## src/rtl/chunk_adder_pkg.sv

```systemverilog
// chunk_adder_pkg: shared FSM state type and index-width helper for the sequential chunk adder
package chunk_adder_pkg;
  typedef enum logic [1:0] {IDLE, RUN, DONE} state_t;
  function automatic int idx_w(input int n);
    return (n > 1) ? $clog2(n) : 1;
  endfunction
endpackage

```

## src/rtl/chunk_adder.sv

```systemverilog
// chunk_adder: W-bit ripple-carry adder built from full-adder gates
module chunk_adder #(
  parameter int W = 8
) (
  input  logic [W-1:0] a,
  input  logic [W-1:0] b,
  input  logic         cin,
  output logic [W-1:0] s,
  output logic         cout,
  output logic         c_msb
);
  logic [W:0] c;
  assign c[0] = cin;
  for (genvar i = 0; i < W; i++) begin : g_fa
    assign s[i]   = a[i] ^ b[i] ^ c[i];
    assign c[i+1] = (a[i] & b[i]) | (c[i] & (a[i] ^ b[i]));
  end
  assign cout  = c[W];
  assign c_msb = c[W-1];
endmodule

```

## src/rtl/seq_chunk_adder.sv

```systemverilog
// seq_chunk_adder: multi-cycle add/subtract, CHUNK bits per clock through one ripple slice
module seq_chunk_adder
  import chunk_adder_pkg::*;
#(
  parameter int WIDTH = 32,
  parameter int CHUNK = 8
) (
  input  logic             clk,
  input  logic             rst_n,
  input  logic             start,
  input  logic             sub,
  input  logic [WIDTH-1:0] a,
  input  logic [WIDTH-1:0] b,
  input  logic             cin,
  output logic             busy,
  output logic             done,
  output logic [WIDTH-1:0] s,
  output logic             cout,
  output logic             ovf
);
  localparam int N  = WIDTH / CHUNK;
  localparam int KW = idx_w(N);
  localparam int IW = idx_w(WIDTH);
  if (WIDTH % CHUNK != 0) begin : g_bad_chunk
    $fatal(1, "seq_chunk_adder: WIDTH must be a multiple of CHUNK");
  end
  state_t           state;
  logic [WIDTH-1:0] ra, rb;
  logic             carry;
  logic [KW-1:0]    k;
  logic [IW-1:0]    off;
  logic [CHUNK-1:0] sl_s;
  logic             sl_c, sl_m, last;
  assign off  = IW'(k * CHUNK);
  assign last = (k == KW'(N - 1));
  chunk_adder #(.W(CHUNK)) u_add (
    .a    (ra[off +: CHUNK]),
    .b    (rb[off +: CHUNK]),
    .cin  (carry),
    .s    (sl_s),
    .cout (sl_c),
    .c_msb(sl_m)
  );
  always_ff @(posedge clk) begin
    if (!rst_n) begin
      state <= IDLE;
      busy  <= 1'b0;
      done  <= 1'b0;
      s     <= '0;
      cout  <= 1'b0;
      ovf   <= 1'b0;
      carry <= 1'b0;
      k     <= '0;
      ra    <= '0;
      rb    <= '0;
    end else begin
      done <= 1'b0;
      if (state != RUN && start) begin
        ra    <= a;
        rb    <= sub ? ~b : b;
        carry <= sub | cin;
        k     <= '0;
        s     <= '0;
        state <= RUN;
        busy  <= 1'b1;
      end else if (state == RUN) begin
        s[off +: CHUNK] <= sl_s;
        carry           <= sl_c;
        if (last) begin
          cout  <= sl_c;
          ovf   <= sl_m ^ sl_c;
          state <= DONE;
          busy  <= 1'b0;
          done  <= 1'b1;
        end else begin
          k <= k + 1'b1;
        end
      end else begin
        state <= IDLE;
      end
    end
  end
endmodule

```

## config.mk

```make
export PLATFORM = sky130hd
export DESIGN_NAME = seq_chunk_adder
export DESIGN_NICKNAME = d
export VERILOG_FILES = /design/src/rtl/chunk_adder_pkg.sv /design/src/rtl/chunk_adder.sv /design/src/rtl/seq_chunk_adder.sv
export SDC_FILE = /design/constraint.sdc
export NUM_CORES = 1
export LEC_CHECK = 0
export CAP_MARGIN = 20
export CORE_MARGIN = 10
export CORE_UTILIZATION = 46
export CTS_CLUSTER_SIZE = 12
export DETAILED_ROUTE_END_ITERATION = 10
export PLACE_DENSITY_LB_ADDON = 0.25
export RECOVER_POWER = 25
export SETUP_SLACK_MARGIN = 0.05
export SYNTH_ARGS = -nofsm -noshare
export SYNTH_HDL_FRONTEND = slang
export SYNTH_SLANG_ARGS = --single-unit
```

## constraint.sdc

```tcl
create_clock -name clk -period 4 [get_ports clk]
set_clock_uncertainty 0.1 [all_clocks]
set_input_delay 0.8 -clock clk [delete_from_list [all_inputs] [get_ports clk]]
set_output_delay 0.8 -clock clk [all_outputs]
set_load 0.02 [all_outputs]
```

Figure 1. Clock wires, drivers and flops (run 1).
Bar = 20 um.
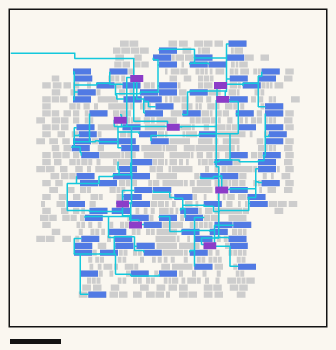
[purple] clock-net drivers | count: 9
[blue] flip-flops | count: 105
[cyan] clock wires | length: 1,120 um
routed clock nets	10
clock latency at the later pin of the worst-skew pair: 0.37 ns
clock network power share: 32.1%
clk pwr: 738 uW

Figure 2. Met3 routing (run 1).
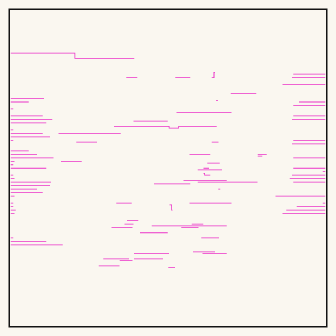
wire length on this layer	908 um
nets with wire on the layer	81
main direction	horizontal
share of all routed wire	7.1%
longest straight run	29.0 um

==> out/notes.md, run 1 <==
The run finished with clean final reports. The post-synth count of flops with an enable pin is 0. In the routed design, unresolved DRC markers number 0.

Met2 wire length: 6210 um. Walking the worst path, the cells encountered are mux4_2 > fa_2 > fa_2 > inv_2 > fa_2 > fa_2 > fa_2 > inv_2 > fa_2 > inv_2 > fa_2 > inv_2 > fa_2 > nand4_1 > a21oi_2. Checking max transition, the worst relative margin is 42.0%. The area overhead of the layout relative to synthesis works out to 28.6%. At the pin with the least slew margin, the transition time is 0.869 ns.

The synthesized netlist devotes 19.7% of its cell area to compound gates. In this run switching power makes up 26.2% of total power. After the flow finishes, the layout carries non-filler instances totaling 743. The timing report gives the worst reg2reg path a setup slack of 0.04 ns. STA classifies the critical path endpoint as a flop.

In the final timing run, aggregate negative setup slack is 0 ns. Port buffering added 104 buffers. After Yosys synthesis, and, or, nand and nor cells account for 13.0% of the synthesized area. The run gives 1700 uW as the internal power contribution. The worst register-to-register path ends at s[23]. Cell with the most instances on the worst path: fa_2. OpenROAD reports that the post-layout worst path occupies 98.9% of the period. After synthesis the cells add up to 4910 um^2.

The clock-cell share of area is 3.65%, and the final weighted congestion in routability-driven placement is 0.880. TritonCTS built the clock tree. During I/O placement, the number of pins put on the boundary was 105. The tools report the count of yosys warnings during synthesis as 0. On met1, the global router reports a usage of 21.8%.

The clock slew at the register clock pins of the worst setup and hold paths was 0.09 ns. The largest registers in the layout are ra (32), rb (32), s (32). Data arrival time of the critical path: 4.16 ns. The run gives 13 as the post-CTS resize count. In the post-synthesis netlist, the biggest area contributors are dfxtp_1, a21oi_1, mux4_2. Combinational cells consume a total of 426 uW.

Width of the chip: 123 um. The minimum period implied by the final worst setup slack is 3.96 ns, and the wire length of the first global-routing pass is 20,500 um. In the layout the tool counted multi-input logic cells amounting to 349. The tools report the number of max-cap violations as 0. The largest delay contributor family on the critical path is adder cells. The run gives 0.00218 uW for the reported leakage power. The run gives 4910 um^2 for the total cell area reported by yosys after synthesis.

The path type of the worst setup path is flop to flop. The fraction of registers with async set or reset after synthesis works out to 0%. Per the layout area report, the combinational gate area comes to 2550 um^2. The number of non-clock inverters came out at 16. The routed layout has 4,155 vias. In the synthesized netlist, mux cells make up 7.55% of the area.

The worst setup slack before clock tree synthesis came out at -0.00717 ns. With the remaining antenna violation count after routing at 0, the number of buffer and inverter instances along the worst setup path is 4. In this run the power density over the cells is 364 nW/um^2. The gate-level netlist out of Yosys references 39 unique cell types.

In the final routed layout, each cell accounts on average for 17.3 um. Once detailed placement completed, the half-perimeter wirelength came to 9480 um. For this design the total switching power over the nets is 602 uW. The tools report the worst-case hold path end point as s[26].

The biggest slice of the total power is consumed by registers. The sequential cell power was 1140 uW; the maximum clock rate was 0.253 GHz. Including well taps, the total number of placed cells is 722.

The number of warnings reported in the stage logs is 34. The global router reports that the layer with the highest usage is met2. With the global-route track usage on met2 at 26.9%, the initial antenna violation count is 0.

The run gives 49.4% as the fraction of power consumed by sequential logic. The tools report the violation count after the first detailed-routing iteration as 381. The die is 123 um tall. Max-slew check failures listed in the final report amount to 0. The tools report the sequential cell area as 2110 um^2. The cell sitting at the root of the clock tree is a clkbuf_8.

In the detailed route, the total length drawn on met3 is 907 um. The tree built by TritonCTS fans out to 105 sinks. Looking at the critical path, the highest net fanout was 5. Per STA, the highest per-stage delay on the worst path measures 0.57 ns. Reg-to-reg startpoint: k[0]. The via count of the first global-routing pass was 4,065; the adder-cell area share of the yosys netlist was 4.79%. VDD sags by at most 0.173 mV. The run gives 685 as the final layout net count. Setup repair after global routing could not meet its margin everywhere. Logic depth along the worst register-to-register path is recorded as 15.
Figure 3. Placement density heat map (run 1).
The die is cut into 12 by 12 equal tiles; white is low, dark blue is high, 0 to 100% covered.
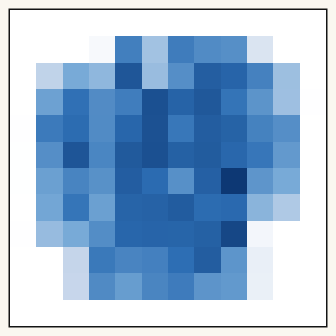
fullest tile	97%
nearly empty tiles	36%
mean over tiles	40%
densest ninth of the die	middle
tiles over 75% full	22%
emptiest ninth of the die	bottom right

Figure 4. Cell outlines without signal wires (run 1).
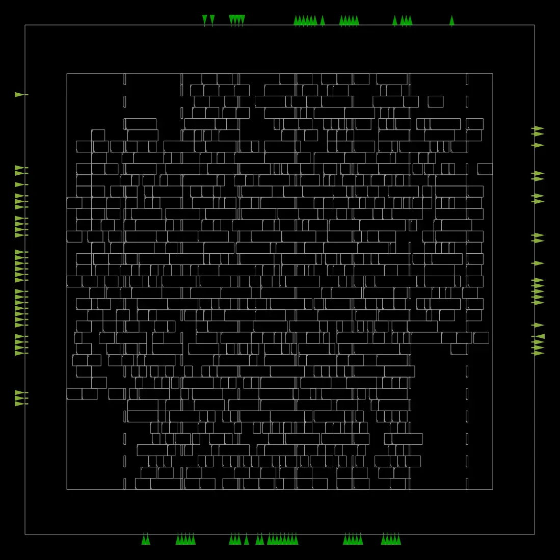

--- run 2 (diff from run 1) ---
--- a/config.mk
+++ b/config.mk
@@ -10,6 +10,7 @@
 export CORE_UTILIZATION = 46
 export CTS_CLUSTER_SIZE = 12
 export DETAILED_ROUTE_END_ITERATION = 10
+export MAX_ROUTING_LAYER = met4
 export PLACE_DENSITY_LB_ADDON = 0.25
 export RECOVER_POWER = 25
 export SETUP_SLACK_MARGIN = 0.05
Figure 5. Cell outlines without signal wires (run 2).
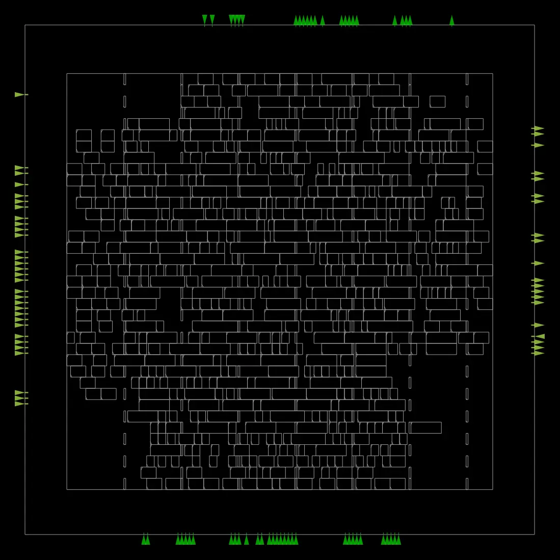
placeable core area: 10,400 um^2
final core utilization: 60.7%
Rows: 37

Figure 6. Clock wires, drivers and flops (run 2).
Bar = 20 um.
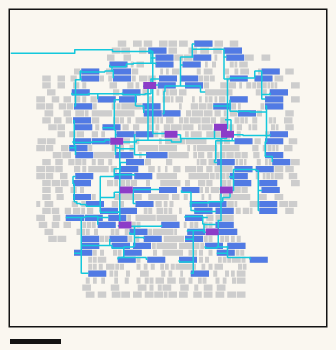
[purple] clock-net drivers | count: 9
[blue] flip-flops | count: 105
[cyan] clock wires | length: 1,080 um
routed clock nets	10
clk pwr: 778 uW
clock latency at the later pin of the worst-skew pair: 0.36 ns

==> run 2 against run 1 <==
  * Worst hold slack is essentially flat
  * Flip-flop count stayed put
  * Highest routed layer unchanged
  * Area after synthesis did not move
  * Global-route usage is 0.64 points higher
  * Final cell count is the same
  * Clock power rose by 5.4%
==> out/notes.md, run 2 <==
Power comes to 2330 uW. The met3 routed wirelength was 838 um (-7.6%); the non-clock buffer instance count of the final layout was 121. The tools report the remaining max-slew budget at the tightest pin as 40.9% (-1.2 points). TritonCTS built the clock tree.

On met3, the global router reports a usage of 3.01%. The tool warning count came out at 33 (-2.9%). The registers reported with the highest flop counts are ra (32), rb (32), s (32).

The number of standard cells in the layout, taps in and fillers out came out at 743 (unchanged). The tools report the sequential cell power as 1140 uW (about the same). The violation count after the first detailed-routing iteration was 369 (-3.1%). The run gives 0.887 (+0.74%) as the final weighted congestion in routability-driven placement. For the final-report max-slew violation count, the log shows 0 (unchanged).

Adder-cell area share of the yosys netlist: 4.79% (unchanged). The run gives 7.55% (unchanged) for the mux cell area share after synthesis. The OpenROAD report gives the critical path a required time of 4.19 ns. The run gives 33.3% (+1.2 points) for the clock network fraction of total power. The cell with the most instances on the worst path is fa_2.

The run gives 4 (-9) for the post-CTS resize count. The sequential cell area came out at 2110 um^2 (unchanged). In this run the critical register-to-register path is captured at s[7]. CTS sink count: 105 (unchanged). The internal power contribution is 1730 uW (+1.6%). In this design, the largest share of critical-path delay is due to adder cells. The data arrival time of the critical path was 4.14 ns (-0.02 ns).

The startpoint identified for the worst hold timing path is s[26]. The number of cells on the worst reg-to-reg path came out at 15 (unchanged). The remaining global-route overflow came out at 0.

Looking at the global route congestion table, the highest-usage layer is met2. The area of the mapped netlist was 4910 um^2 (unchanged). The tools report the launch point of the worst path as k[0].

With the worst setup slack before clock tree synthesis at 0.0202 ns (+0.0274 ns), the number of max-cap violations is 0 (unchanged). The tools report the number of logic gates as 349 (unchanged). For the via count of the first global-routing pass, the log shows 4,155 (+2.2%). The tools report the number of distinct library cell variants in the gate-level netlist after synthesis as 39 (unchanged). The count of yosys warnings during synthesis was 0 (unchanged); the reported leakage power was 0.00216 uW (-0.79%).

The compound-cell area share of the yosys netlist came out at 19.7% (unchanged). The die outline height is 123 um (unchanged), and the pin count of the biggest net entering global routing is 67. The half-perimeter wire length of the detailed placement result came out at 9530 um (+0.57%). The run gives 22.3% (+0.41 points) for the global routing usage on met1. Setup repair after global routing could not meet its margin everywhere.

The global-route track usage on met2 was 27.3% (+0.37 points); the final layout net count was 685 (unchanged). The number of design rule violations left after detail routing was 0 (unchanged); the post-layout period usage of the worst path was 98.5% (-0.35 points). Maximum clock rate: 0.254 GHz (+0.36%). The net switching share of the total power was 26.1% (-0.096 points).

The per-cell via count in the routed design is 5.58, and the area fraction in and, or, nand and nor cells after synthesis is 13.0% (unchanged). The clock-cell share of area was 3.84% (+0.19 points); the clock slew at the register clock pins of the worst setup and hold paths was 0.09 ns (about the same). The routed length per placed instance is 17.3 um (about the same).

The tools report the initial antenna violation count as 0 (unchanged). Before antenna repair, the detailed router went through 5 iterations. The number of buffer and inverter instances along the worst setup path is 4 (unchanged). Per the post-synthesis report, the nets total 602.

The fraction of registers with async set or reset after synthesis works out to 0% (unchanged). The kind of end point of the critical path was a flop. The power density normalized to cell area was 371 nW/um^2 (+1.9%). The slack of the worst reg-to-reg path was 0.06 ns (about the same). The total cell area reported by yosys after synthesis is 4910 um^2 (unchanged), and the remaining antenna violation count after routing is 0 (unchanged).

The run gives 20,800 um (+1.2%) as the wire length of the first global-routing pass. The main area contributors are dfxtp_1, a21oi_1, mux4_2. Ranked by total area, the top cell class in this layout is combinational gates. The overall via count from detail_route is 4,148 (-0.17%), and the count of clock-net buffers in the final layout is 10. The worst setup path is of the flop to flop kind. The actual slew at the worst max-slew pin works out to 0.887 ns (+0.0176 ns).

The run finished with clean final reports. The run gives 48.6% (-0.8 points) for the fraction of power consumed by sequential logic. The cell sequence reported for the critical path is mux4_2 > fa_2 > fa_2 > inv_2 > fa_2 > fa_2 > fa_1 > inv_1 > fa_2 > inv_2 > fa_2 > inv_1 > fa_2 > nand4_1 > a21oi_1.

The port buffer count was 104 (unchanged). From the final report, the count of setup violators was given as 0. The met2 wire length is 6170 um (-0.56%).

For the combinational power, the log shows 421 uW (-1%). Ranked by power, first place goes to registers. Multi-input gates account for 40.2% of the area. The I/O pin count was 105 (unchanged).

Looking at the gate-level netlist, the highest instance count belongs to dfxtp_1. The cell count after placement came out at 723 (+0.14%). The minimum period implied by the final worst setup slack was 3.94 ns (-0.0141 ns); the number of non-clock inverters was 16 (unchanged). After detailed routing, the wire length on met1 is 5630 um. Detailed placement reports a standard cell area of 5990 um^2. Buffers inserted during clock tree synthesis total 9. The critical path's largest stage delay works out to 0.57 ns (about the same).

The maximum resistive drop on vdd was 0.245 mV (+41%). The number of enable flip-flop cells is 0 (unchanged). The reg-to-reg startpoint was k[0]. The cell depth of the worst min-delay path was 2. The footprint of the multi-input gates was 2530 um^2 (-0.69%); the share of post-route cells with drive strength above 1 was 11.0%. The run gives 609 uW (+1.1%) for the switching power summed over all nets. Routed signal wires occupy layers up through met4. The width of the chip was 123 um (unchanged).

Looking at the hold checks, the worst path lands on s[26]. The setup total negative slack is 0 ns (unchanged), and the maximum fanout along the worst path is 4 (-1). From synthesis to final layout, the design area changed by 28.2%. The root buffer cell chosen for the clock tree is clkbuf_8.
--- run 3 (diff from run 2) ---
--- a/config.mk
+++ b/config.mk
@@ -7,7 +7,7 @@
 export LEC_CHECK = 0
 export CAP_MARGIN = 20
 export CORE_MARGIN = 10
-export CORE_UTILIZATION = 46
+export CORE_UTILIZATION = 51
 export CTS_CLUSTER_SIZE = 12
 export DETAILED_ROUTE_END_ITERATION = 10
 export MAX_ROUTING_LAYER = met4
==> constraint.sdc (replaced) <==
create_clock -name clk -period 3.99 [get_ports clk]
set_clock_uncertainty 0.1 [all_clocks]
set_input_delay 0.798 -clock clk [delete_from_list [all_inputs] [get_ports clk]]
set_output_delay 0.798 -clock clk [all_outputs]
set_load 0.02 [all_outputs]
Figure 7. Clock wires, drivers and flops (run 3).
Bar = 20 um.
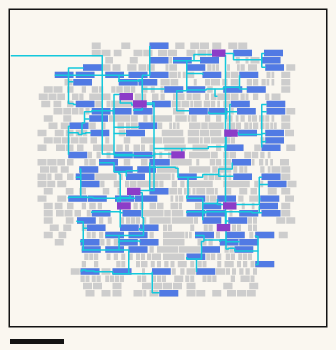
[blue] flip-flops | count: 105
[cyan] clock wires | length: 1,110 um
[purple] clock-net drivers | count: 9
routed clock nets	10

==> run 3 against run 2 <==
  * The flow now finishes with violations (max-capacitance violations)
  * Wire length down 3.1%
  * Combinational power about the same
  * Count of clock-buffer cells in the layout is 2 higher
  * Utilization up 6.1 points
  * Synthesized cell count did not move
  * Flip-flop count unchanged
  * Non-clock buffer count decreased by 5
  * Register-to-register slack about the same
  * Maximum frequency increased by 0.31%
  * First-iteration DRC count down 27%
  * Sequential share of layout area rose by 0.53 points
  * Final cell count fell by 1.9%
  * Critical path type unchanged
  * Critical endpoint unchanged
==> out/notes.md, run 3 <==
The run finished, with violations left. The checks that failed: max-capacitance violations. For the later-pin clock latency in the skew report, the log shows 0.37 ns (about the same).

The root cell of the clock tree was clkbuf_8. The number of detailed-routing iterations run before antenna repair is 5 (unchanged), and the total core area is 9280 um^2 (-10%). The I/O pin count was 105 (unchanged); the port buffer count was 104 (unchanged). The logs give 27.6% (-5.7 points) for the clock network fraction of total power and 4,090 (-1.4%) for the overall via count from detail_route.

Per-cell via count in the routed design: 5.61 (+0.50%). The tools report the number of max-cap violations as 1 (+1). The half-perimeter wire length of the detailed placement result is 9100 um (-4.5%), and the number of distinct library cell variants in the gate-level netlist after synthesis is 39 (unchanged). The actual slew at the worst max-slew pin works out to 1.50 ns (+0.609 ns).

The run gives 2540 um^2 (+0.54%) as the footprint of the multi-input gates. The tools report the global routing usage on met1 as 23.2% (+0.93 points). The power drawn by the clock network is 593 uW (-24%). The worst-case hold path end point was s[26]. The run gives 52.9% (+4.3 points) for the fraction of power consumed by sequential logic. The main area contributors are dfxtp_1, a21oi_1, mux4_2. The tools report the destination of the worst register-to-register timing path as s[7]. The overall power consumption was 2150 uW (-7.9%). The global-route track usage on met2 is 27.4% (+0.14 points).

Setup repair after global routing could not meet its margin everywhere. The path type of the worst setup path is flop to flop. In this run the critical register-to-register path is launched from k[0].

Die outline height: 118 um (-4.2%). Kind of end point of the critical path: a flop. Minimum period implied by the final worst setup slack: 3.93 ns (-0.0124 ns). The final layout net count is 680 (-0.73%), and the fraction of registers with async set or reset after synthesis is 0% (unchanged). The run gives 105 (unchanged) as the CTS sink count. The logs give 0 for the number of buffers added for setup after CTS and 2110 um^2 (about the same) for the sequential cell area. The signal on the critical path passes through mux4_2 > fa_2 > fa_2 > inv_2 > fa_2 > fa_2 > fa_2 > inv_2 > fa_2 > inv_2 > fa_2 > inv_2 > fa_2 > nand4_1 > a21oi_1. The number of logic gates is 349 (unchanged). With the worst setup slack before clock tree synthesis at -0.0300 ns (-0.0502 ns), the maximum clock rate is 0.255 GHz (+0.31%).

The run gives 4.79% (unchanged) for the adder-cell area share of the yosys netlist. Biggest cell category by area in the final layout: combinational gates. The run gives 27.3% (+1.2 points) for the net switching share of the total power. Per STA, the library cell used most along the worst path is fa_2.

The maximum fanout along the worst path works out to 4 (unchanged). TritonCTS built the clock tree. In the final layout, the registers with the most flip-flops are ra (32), rb (32), s (32). The tools report the internal power contribution as 1560 uW (-9.4%).

The data arrival time of the critical path was 4.12 ns (-0.02 ns); the compound-cell area share of the yosys netlist was 19.7% (unchanged). With the tool warning count at 33 (unchanged), the switching power summed over all nets is 587 uW (-3.5%). The clock buffer count from CTS was 9 (unchanged); the remaining max-slew budget at the tightest pin was 0.278% (-41 points). The routed length per placed instance is 17.1 um (-1.2%).

The top power group was registers. Critical path required time: 4.18 ns (about the same). The run gives 0.858 (-3.3%) for the final weighted congestion in routability-driven placement.

For the maximum resistive drop on vdd, the log shows 0.179 mV (-27%). The tools report the sequential cell power as 1140 uW (about the same). The number of setup violations in the final report came out at 0 (unchanged). The tools report the combinational power as 421 uW (about the same). The standard cell with the maximum stage delay on the critical path was fa_2. For the reported leakage power, the log shows 0.00209 uW (-3.2%).

The cell depth of the worst min-delay path is 2 (unchanged), and the remaining antenna violation count after routing is 0 (unchanged). Signal nets in the final route climb as high as met4. The run gives 4 (unchanged) for the number of buffer and inverter instances along the worst setup path. In this run the most used layer during global routing was met2. The met3 routed wirelength was 633 um (-24%).

Clock slew at the register clock pins of the worst setup and hold paths: 0.09 ns (about the same). The number of enable flip-flop cells works out to 0 (unchanged). The final standard cell utilization of the core is 66.7% (+6.1 points), and the final-report max-slew violation count is 0 (unchanged). The power density normalized to cell area came out at 347 nW/um^2 (-6.4%). The number of cells on the worst reg-to-reg path is 15 (unchanged). The run gives 0.0609 ns for the final worst slack. With the multi-input gate share of total cell area at 41.1% (+0.84 points), the post-route met1 wirelength is 5740 um (+2.0%). The area fraction in and, or, nand and nor cells after synthesis was 13.0% (unchanged). For the via count of the first global-routing pass, the log shows 4,055 (-2.4%). In the post-synthesis netlist, the cell with the most instances is dfxtp_1.

The tools report the launch point of the worst path as k[0]. The run gives 0 (unchanged) as the number of design rule violations left after detail routing. For the setup total negative slack, the log shows 0 ns (unchanged). Critical path's largest stage delay: 0.57 ns (about the same). The count of clock-net buffers in the final layout is 12 (+2), and the slack of the worst reg-to-reg path is 0.06 ns (about the same). The post-layout period usage of the worst path is 98.5% (about the same).

The number of non-clock inverters was 16 (unchanged); the initial antenna violation count was 0 (unchanged). The run gives 10.7% (-0.37 points) for the share of post-route cells with drive strength above 1. The run gives 602 (unchanged) as the number of nets at floorplan. For the count of yosys warnings during synthesis, the log shows 0 (unchanged). With the violation count after the first detailed-routing iteration at 270 (-27%), the pin count of the biggest net entering global routing is 67 (unchanged). For the placement-stage cell area, the log shows 5950 um^2 (-0.71%). The run gives 4910 um^2 (unchanged) for the total cell area reported by yosys after synthesis.

With the mux cell area share after synthesis at 7.55% (unchanged), the clock-cell share of area is 2.75% (-1.1 points). On the critical path the largest part of the delay comes from adder cells. The width of the chip came out at 118 um (-4.2%). The area overhead of the layout relative to synthesis came out at 26.3%.

The tools report the wire length of the first global-routing pass as 20,500 um (-1.0%). The cell count after placement was 711 (-1.7%). The startpoint identified for the worst hold timing path is s[26].

The post-CTS resize count is 1 (-3), and the met3 routing resource usage after global routing is 3.36% (+0.35 points). The remaining global-route overflow is 0 (unchanged).
Figure 8. Cell outlines without signal wires (run 3).
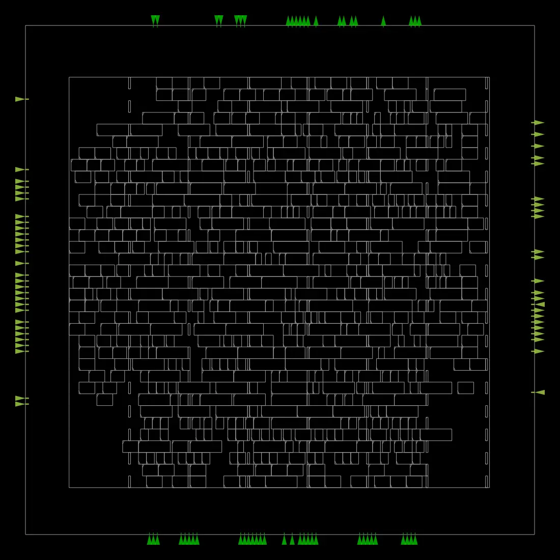
total number of sequential cells: 105
Rows: 35
Layout Cells excl Fill: 729

Power is estimated from default activity; no workload was simulated.
